==> config.mk <==
export PLATFORM = sky130hd
export DESIGN_NAME = sram_stream_reader
export DESIGN_NICKNAME = d
export VERILOG_FILES = /design/src/rtl/sram_stream_reader.sv
export SDC_FILE = /design/constraint.sdc
export NUM_CORES = 1
export LEC_CHECK = 0
export ABC_AREA = 1
export CORE_ASPECT_RATIO = 0.7
export CORE_MARGIN = 2
export CORE_UTILIZATION = 52
export DETAILED_ROUTE_END_ITERATION = 12
export PLACE_DENSITY = 0.87
export SLEW_MARGIN = 20
export SYNTH_ARGS = -nofsm -noshare
export SYNTH_HDL_FRONTEND = slang
export SYNTH_SLANG_ARGS = --single-unit
==> constraint.sdc <==
create_clock -name clock -period 2.5 [get_ports clock]
set_input_delay 0.375 -clock clock [delete_from_list [all_inputs] [get_ports clock]]
set_output_delay 0.375 -clock clock [all_outputs]
set_load 0.01 [all_outputs]
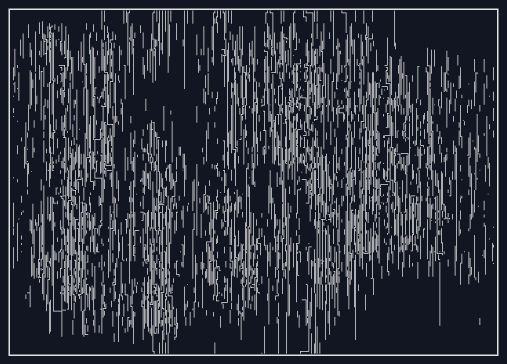
(met2 routing)
(3 px per um)
The wires run mostly vertical. The layer carries 11000 um of wire. 1227 nets have wire on it.
final WL: 25.4 mm
met2 Track Usage GR: 43.4%
total number of vias: 8985

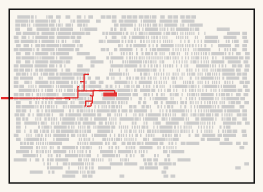
(nets reached from selected ports)
(1.5 px per um)
Red is read_enable, bits 1, direction output, end cells 1, buffers 1, wire 127 um.
Port Buffers: 152
IO Pins: 154

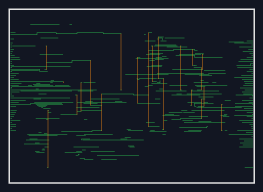
(wiring by layer)
(1.5 px per um) Two of the layers only.
Green is M3, wire length 2460 um. Orange is M4, wire length 476 um.
post-detailed-route wirelength per cell: 15.1 um
GR Util All Layers: 28.1%

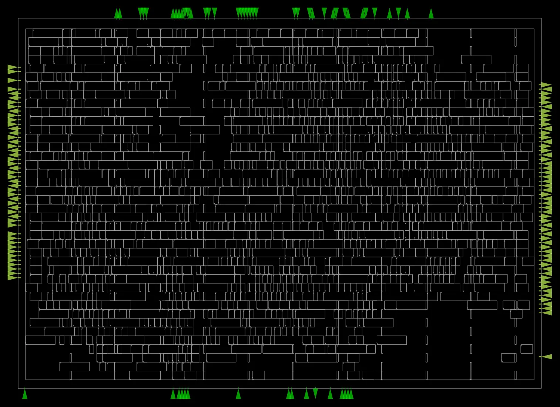
(cell placement)
tap cells: 231
fraction of area in registers: 33.1%
fin util: 67.4%
sequential cell count: 153
Layout fillers: 1415

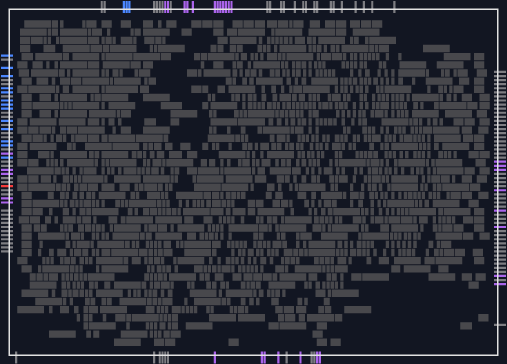
(ports around the boundary)
(3 px per um) Pins as bars across the die edge, other pins in gray.
Red is read_enable, pins 1, direction output, edge left. Blue is read_data, pins 16, direction input, edge 13 left, 3 top. Purple is base_address, pins 32, direction input, edge 12 top, 8 right, 7 bottom, 5 left.
All pins by edge: 54 right, 46 left, 38 top, 16 bottom.
chip width: 162 um
die y size: 115 um

==> deck_impl_summary.md <==
Physical Implementation Snapshot

Power
  • Pwr top: combinational logic
  • Logic pwr share: about 48%
  • Sequential power share: 34.1%
  • P_leak: 0.00571 uW
  • Power Sequential: between 4000 and 5000 uW
  • PwrDens: 1250 nW/um2
  • Switching portion of total power: 43.8%
  • Clk pwr: 2580 uW
  • NetSw: 6330 uW
  • Int Power: a little over 8000 uW
  • Pwr Total: approximately 14000 uW
  • Maximum vdd drop: approximately 0.76 mV

Critical path
  • CP Capture Type: flip-flop
  • Cell count along the critical path: 12
  • Slowest-stage cell, CP: dfrtp_1
  • Kind of critical path: reg -> reg
  • CP startpoint kind: flip-flop
  • Worst Path Required: 2830 ps
  • CP max FO: 13
  • Worst r2r path cells: 12
  • Crit-path cells: inv_1 -> nor2_1 -> ha_1 -> a21oi_1 -> nand2_1 -> a41oi_4 -> nand2_4 -> buf_4 -> nand2_1 -> nand3_1 -> nand2_1 -> inv_1
  • Delay of the slowest critical-path stage: 370 ps
  • Cell repeated most along the worst path: nand2_1
  • Worst path top cell family by delay: simple AND/OR/NAND/NOR gates
  • Data arrival time of the worst path: 2540 ps
  • CP bufs+invs: 3

Clock network
  • Clock tree root buffer cell: clkbuf_16
  • Hold-fix buffers, CTS: 1
  • Reg clk slew, reported paths: 70 ps
  • Setup Buffers After CTS: 0
  • Post_cts resized: 0
  • Clock sink count: 153
  • H-tree depth: 4
  • Longest Clk Path Bufs: 2
  • CTS tree: done

Global routing
  • Initial antenna violation count: 3
  • Pin count of the biggest net entering global routing: 70
  • GRT met1 Usage: 39.4%
  • Met3 Use GR: under 10%
  • GRT busiest layer: met2
  • Total gr overflow: 0
  • Vias in the first global route: 8505
  • First-pass GRT wire length: slightly above 40 mm

Min path
  • Hold Path Cell Cnt: 2
  • Tightest Hold Check Type: reg -> reg

Yosys
  • Yosys top cell by area: dfrtp_1
  • Mux area share: 2.10%
  • Comb area leader: simple AND/OR/NAND/NOR gates
  • Top cells by count, synth: nand2_1 (413), inv_1 (159), dfrtp_1 (153), nor2_1 (130), nand3_1 (110)
  • Cells after Synth: 1288
  • Yosys stat chip area: 9130 um2
  • Synth area leaders: dfrtp_1 (42%), nand2_1 (17%), inv_1 (6.5%)
  • Yosys simple share: approximately a third
  • Asr flop ratio synth: 100%
  • Synth Area per Inst: 7.08 um2
  • Compound Share, Synth: 6.18%
  • Dominant cell area share: 42.0%
  • Dominant Register Cell: dfrtp_1
  • Nets at Floorplan: approximately 1400
  • EDFF count, synth: 0
  • #FFs+latches synth: 153
  • Synth top cell by count: nand2_1
  • Cell Type Count: 32
  • Synthesis Warnings: 0
  • # Cells Yosys: 1288
  • Post-Syn Area: 9130 um2
  • Area fraction in xor and xnor cells: under 10%

Cells and area
  • Most common cell after layout, fill and taps aside: nand2_1
  • # nets final: 1555
  • Most frequent cells in the layout: nand2_1 (412), inv_1 (159), dfrtp_1 (153)
  • Non-clk invs: approximately 180
  • Clock network share of area: 5.00%
  • P&R area growth vs syn: 26.9%
  • Final std cell area, no fill: 11600 um2
  • Logic cell area: between 4000 and 5000 um2
  • Layout cells sized above 1: 8.73%
  • CLK BUF: 17
  • FF+latch area: 3830 um2
  • Layout non-clock buf frac: 15.6%
  • Fin cells: approximately 1700
  • Non-Clock Buffer Count: 181
  • Ant. Diodes: 1

Placed design
  • DPL Wire Length: 18.9 mm
  • Dpl ws: -102 ps
  • Placed Cells: 1654
  • Area post-placement: about 11000 um2

Job
  • Tool Warnings: 32
  • Max-cap violations: 0

Final timing
  • Worst-Margin Slew: 677 ps
  • Max Freq: 0.451 GHz
  • Final setup violating endpoints: 0
  • Max Slew Vio Count: 0
  • Tmin final: 2220 ps
  • Hold Vio Cnt, Final: 0
  • Hold_ws: 483 ps
  • RSZ-0062 raised after global routing: no
  • Max_slew headroom: 54.9%
  • Final setup margin: 284 ps
  • Period utilization: 88.7%
  • Final TNS setup: 0 ps

Floorplan
  • Row cnt: 40
  • Core Util at FP: about 53%
  • CORE AREA: 17200 um2

Drt
  • DR WL met2: 11.0 mm
  • DRT iter0 DRCs: 967
  • Vias per std cell: 5.33
  • Met1 WL: 11.4 mm
  • Top Metal Used: met5
  • First-pass iteration count of the detailed router: 6

Outcome
  • Status: finished clean
No activity file was given, so power comes from the tool's default toggle rates.
